==> images/m1.png <==
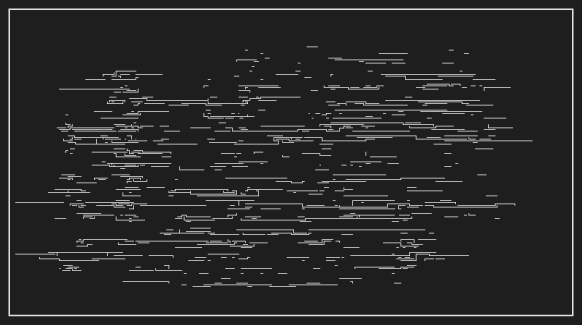
==> images/sizing.png <==
Scale bar: 20 um.
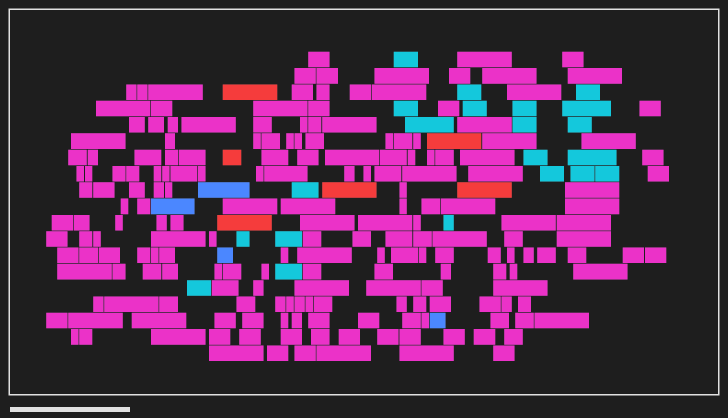
[src/rtl/sar_conv_sequencer.sv]
// Host-side sequencer for a 3-bit SAR ADC controller: launches conversions,
// captures the final code into a small FIFO, and tracks count/timeout/overflow.
module sar_conv_sequencer #(
    parameter int CODE_W   = 3,
    parameter int DEPTH    = 4,
    parameter int MIN_WAIT = 1,
    parameter int TIMEOUT  = 16,
    parameter int CNT_W    = 16
) (
    input  logic                           clk,
    input  logic                           reset,
    input  logic                           start,
    input  logic                           continuous,
    input  logic                           sar_done,
    input  logic [CODE_W-1:0]              sar_sel,
    output logic                           sar_reset,
    output logic                           busy,
    output logic [CODE_W-1:0]              dout,
    output logic                           dout_valid,
    input  logic                           dout_ready,
    output logic [$clog2(DEPTH+1)-1:0]     fifo_level,
    output logic [CNT_W-1:0]               conv_count,
    output logic                           overflow,
    output logic                           timeout_err,
    input  logic                           clear_flags
);

    localparam int ADDR_W = $clog2(DEPTH);
    localparam int LVL_W  = $clog2(DEPTH + 1);
    localparam int WCNT_W = $clog2(TIMEOUT);

    localparam logic [WCNT_W-1:0] L_MIN_WAIT = WCNT_W'(MIN_WAIT);
    localparam logic [WCNT_W-1:0] L_TMO_LAST = WCNT_W'(TIMEOUT - 1);
    localparam logic [LVL_W-1:0]  L_DEPTH    = LVL_W'(DEPTH);

    typedef enum logic [1:0] {
        S_IDLE,
        S_START,
        S_WAIT
    } state_t;

    state_t              r_state;
    logic [WCNT_W-1:0]   r_wait_cnt;
    logic                r_sar_reset;
    logic                r_busy;
    logic [CNT_W-1:0]    r_conv_count;
    logic                r_overflow;
    logic                r_timeout_err;

    logic [CODE_W-1:0]   r_mem [DEPTH];
    logic [ADDR_W-1:0]   r_wr_ptr;
    logic [ADDR_W-1:0]   r_rd_ptr;
    logic [LVL_W-1:0]    r_level;

    logic w_capture;
    logic w_timeout;
    logic w_full;
    logic w_pop;
    logic w_push;
    logic w_overflow;

    // A done seen during the first MIN_WAIT cycles is left over from the
    // previous conversion, so it is never treated as a capture.
    assign w_capture  = (r_state == S_WAIT) && (r_wait_cnt >= L_MIN_WAIT) && sar_done;
    assign w_timeout  = (r_state == S_WAIT) && !w_capture && (r_wait_cnt == L_TMO_LAST);
    assign w_full     = (r_level == L_DEPTH);
    assign w_pop      = (r_level != '0) && dout_ready;
    assign w_push     = w_capture && (!w_full || w_pop);
    assign w_overflow = w_capture && w_full && !w_pop;

    // NOTE: state registers use non-blocking assignments so every block sees
    // pre-edge values regardless of evaluation order.
    always_ff @(posedge clk or posedge reset) begin
        if (reset) begin
            r_state     <= S_IDLE;
            r_wait_cnt  <= '0;
            r_sar_reset <= 1'b0;
            r_busy      <= 1'b0;
        end else begin
            case (r_state)
                S_IDLE: begin
                    if (start || continuous) begin
                        r_state     <= S_START;
                        r_sar_reset <= 1'b1;
                        r_busy      <= 1'b1;
                    end
                end
                S_START: begin
                    r_state     <= S_WAIT;
                    r_sar_reset <= 1'b0;
                    r_wait_cnt  <= '0;
                end
                S_WAIT: begin
                    if (w_capture) begin
                        if (continuous) begin
                            r_state     <= S_START;
                            r_sar_reset <= 1'b1;
                        end else begin
                            r_state <= S_IDLE;
                            r_busy  <= 1'b0;
                        end
                    end else if (w_timeout) begin
                        r_state <= S_IDLE;
                        r_busy  <= 1'b0;
                    end else begin
                        r_wait_cnt <= r_wait_cnt + WCNT_W'(1);
                    end
                end
                default: begin
                    r_state     <= S_IDLE;
                    r_sar_reset <= 1'b0;
                    r_busy      <= 1'b0;
                end
            endcase
        end
    end

    // Flags are sticky; a set event in the same cycle as clear_flags wins.
    always_ff @(posedge clk or posedge reset) begin
        if (reset) begin
            r_conv_count  <= '0;
            r_overflow    <= 1'b0;
            r_timeout_err <= 1'b0;
        end else begin
            if (w_capture) begin
                r_conv_count <= r_conv_count + CNT_W'(1);
            end
            if (w_overflow) begin
                r_overflow <= 1'b1;
            end else if (clear_flags) begin
                r_overflow <= 1'b0;
            end
            if (w_timeout) begin
                r_timeout_err <= 1'b1;
            end else if (clear_flags) begin
                r_timeout_err <= 1'b0;
            end
        end
    end

    // NOTE: the storage array is reset as well because dout reads the head
    // entry directly and must be 0 out of reset; this is cheap at this depth.
    always_ff @(posedge clk or posedge reset) begin
        if (reset) begin
            for (int i = 0; i < DEPTH; i++) begin
                r_mem[i] <= '0;
            end
            r_wr_ptr <= '0;
            r_rd_ptr <= '0;
            r_level  <= '0;
        end else begin
            if (w_push) begin
                r_mem[r_wr_ptr] <= sar_sel;
                r_wr_ptr        <= r_wr_ptr + ADDR_W'(1);
            end
            if (w_pop) begin
                r_rd_ptr <= r_rd_ptr + ADDR_W'(1);
            end
            case ({w_push, w_pop})
                2'b10:   r_level <= r_level + LVL_W'(1);
                2'b01:   r_level <= r_level - LVL_W'(1);
                default: r_level <= r_level;
            endcase
        end
    end

    assign sar_reset   = r_sar_reset;
    assign busy        = r_busy;
    assign dout        = r_mem[r_rd_ptr];
    assign dout_valid  = (r_level != '0);
    assign fifo_level  = r_level;
    assign conv_count  = r_conv_count;
    assign overflow    = r_overflow;
    assign timeout_err = r_timeout_err;

endmodule

[config.mk]
export PLATFORM = sky130hd
export DESIGN_NAME = sar_conv_sequencer
export DESIGN_NICKNAME = d
export VERILOG_FILES = /design/src/rtl/sar_conv_sequencer.sv
export SDC_FILE = /design/constraint.sdc
export NUM_CORES = 1
export LEC_CHECK = 0
export CAP_MARGIN = 20
export CORE_ASPECT_RATIO = 0.5
export CORE_MARGIN = 5
export CORE_UTILIZATION = 38
export DETAILED_ROUTE_END_ITERATION = 6
export GPL_ROUTABILITY_DRIVEN = 0
export SLEW_MARGIN = 15
export SYNTH_ARGS = -nofsm -noshare
export SYNTH_HDL_FRONTEND = slang
export SYNTH_SLANG_ARGS = --single-unit
[constraint.sdc]
create_clock -name clk -period 6.11 [get_ports clk]
set_input_delay 1.222 -clock clk [delete_from_list [all_inputs] [get_ports clk]]
set_output_delay 1.222 -clock clk [all_outputs]
set_load 0.005 [all_outputs]
==> run_results.csv <==
group,metric,value,unit
timing,finalCriticalPeriod,3.26,ns
critical_path,path_max_fanout,8,
power,p_clk_share,22.8,%
critical_path,path_delay_family,"simple AND/OR/NAND/NOR gates",
hold_path,holdPathStages,1,
synth,async_flop_share,100,%
critical_path,startpoint,"dout_ready",
power,ir_drop,203,uV
critical_path,cp.depth,10,
global_routing,overflow,0,
critical_path,reg2reg_depth,10,
critical_path,worstPathCellList,"clkdlybuf4s50_1, or4b_1, nor3b_2, inv_1, ha_1, inv_1, fa_1, xor2_1, nor2_1, xor2_1",
route,routed.top_layer,"met4",
route,drtPass1Iterations,4,
power,power.internal,0.000787,W
critical_path,endpoint,"fifo_level[2]",
synth,ys_sh_xor,8.29,%
power,power,0.00116,W
global_routing,grt_util_met1,14.8,%
final_layout,multi_input_comb_cells,126,
synth,yosys_warnings,0,
route,drtIter0Drc,49,
synth,ff_type,"dfrtp_1",
critical_path,cp-start-kind,"input pin",
final_layout,utilization,50.5,%
timing,slew_violations,0,
placement,post-place-ws,2.55,ns
final_layout,inverters,12,
final_layout,lay_top_count,"dfrtp_1",
route,detail-route-antenna-nets,0,
clock_network,post_cts_buffers,0,
route,routed_via_density,4.93,
power,switching_share,32.2,%
final_layout,comb_area,0.00103,mm2
hold_path,hp-class,"flop to flop",
critical_path,path_buffers,3,
timing,grt_setup_unrepaired,"false",
synth,common_cells,"45 x dfrtp_1, 17 x nand2_1, 14 x xnor2_1",
final_layout,final_layout_size_suffix_gt1_share,13.6,%
timing,hold_viol_final,0,
floorplan,fp_util,39.9,%
synth,synth_nets,207,
final_layout,fin_nets,247,
route,post_drt_wl_per_cell,14.1,um
synth,synth-edff-count,0,
clock_network,cts_hold_buf,0,
power,combPwrFrac,34.9,%
placement,dpl_cell_area,0.00266,mm2
final_layout,comb_share,36.7,%
final_layout,dominant_cells,"flip-flops and latches",
placement,hpwl,3140,um
clock_network,clock_path_buffers,2,
synth,top_cell,"dfrtp_1",
synth,ys_top_logic_family,"simple AND/OR/NAND/NOR gates",
flow_run,tool_warnings,31,
critical_path,cp-end-kind,"flop",
synth,yosys_area,0.00222,mm2
global_routing,grt_usage,12.1,%
clock_network,clock_latency,0.28,ns
synth,ys_types,40,
timing,tns,0,ns
route,wl_met2,2030,um
global_routing,grt_pass1_wl,7560,um
critical_path,cp.arrival,3.46,ns
critical_path,crit_type,"input pin to flop",
synth,ys_ff,45,
floorplan,dieHeight,64.0,um
final_layout,clock_cell_area_share,5.21,%
clock_network,post_cts_resized,0,
final_layout,seq_share,40.1,%
final_layout,nClkBuffers,5,
hold_path,hp-start,"conv_count[15]",
critical_path,r2r_start,"r_wait_cnt[0]",
critical_path,rr_endpoint,"fifo_level[2]",
final_layout,antenna_cells,0,
power,power.switching,0.000374,W
timing,slew_headroom,61.5,%
global_routing,grt_pass1_vias,1553,
global_routing,grt_use_met3,3.35,%
synth,simple_gate_share,17.3,%
timing,fin_skew,0.00503,ns
synth,top_area_cell,"dfrtp_1",
synth,syn_avg_cell_area,11.9,um2
power,power-top-group,"registers",
global_routing,antenna_found_initial,0,
timing,holdWs,0.476,ns
timing,worst_pin_slew,0.577,ns
final_layout,largest_reg_flops,16,
synth,seq_area_frac_synth,50.8,%
floorplan,tap_cells,73,
synth,ys_cells,187,
critical_path,cp_slowest_cell,"or4b_1",
clock_network,clkTransAtPathRegs,0.06,ns
power,p_leak,1.24,nW
final_layout,final-seq-area,0.00113,mm2
placement,port_buffers,36,
floorplan,io_pins,37,
final_layout,flop-count,45,
synth,synth.top_cell.area_share,50.8,%
floorplan,num_rows,19,
status,outcome,"completed",
clock_network,cts_root_buffer,"clkbuf_16",
power,powerSeq,0.000491,W
floorplan,dieArea,0.00756,mm2
critical_path,r2r_slack,3.56,ns
final_layout,nFillCells,526,
synth,synthTopCellsByArea,"dfrtp_1 51%, mux2_2 6.6%, xnor2_1 5.5%",
clock_network,cts_tree,"built",
clock_network,clkSinkCount,45,
About m1.png:
longest straight run = 24.4 um
nets with wire on the layer = 217
share of all routed wire = 47%
main direction = horizontal

About sizing.png:
x6 and larger -> red  # cells 6, share 2.6%
x2 -> cyan  # cells 21, share 9.2%
x3 and x4 -> blue  # cells 4, share 1.8%
x1 and smaller -> magenta  # cells 197, share 86%
bufs w/o clock: 37
Syn-to-layout area delta: 26.6%
design area: 0.00281 mm2
setup slack after layout: 2.85 ns

No activity file was given, so power comes from the tool's default toggle rates.
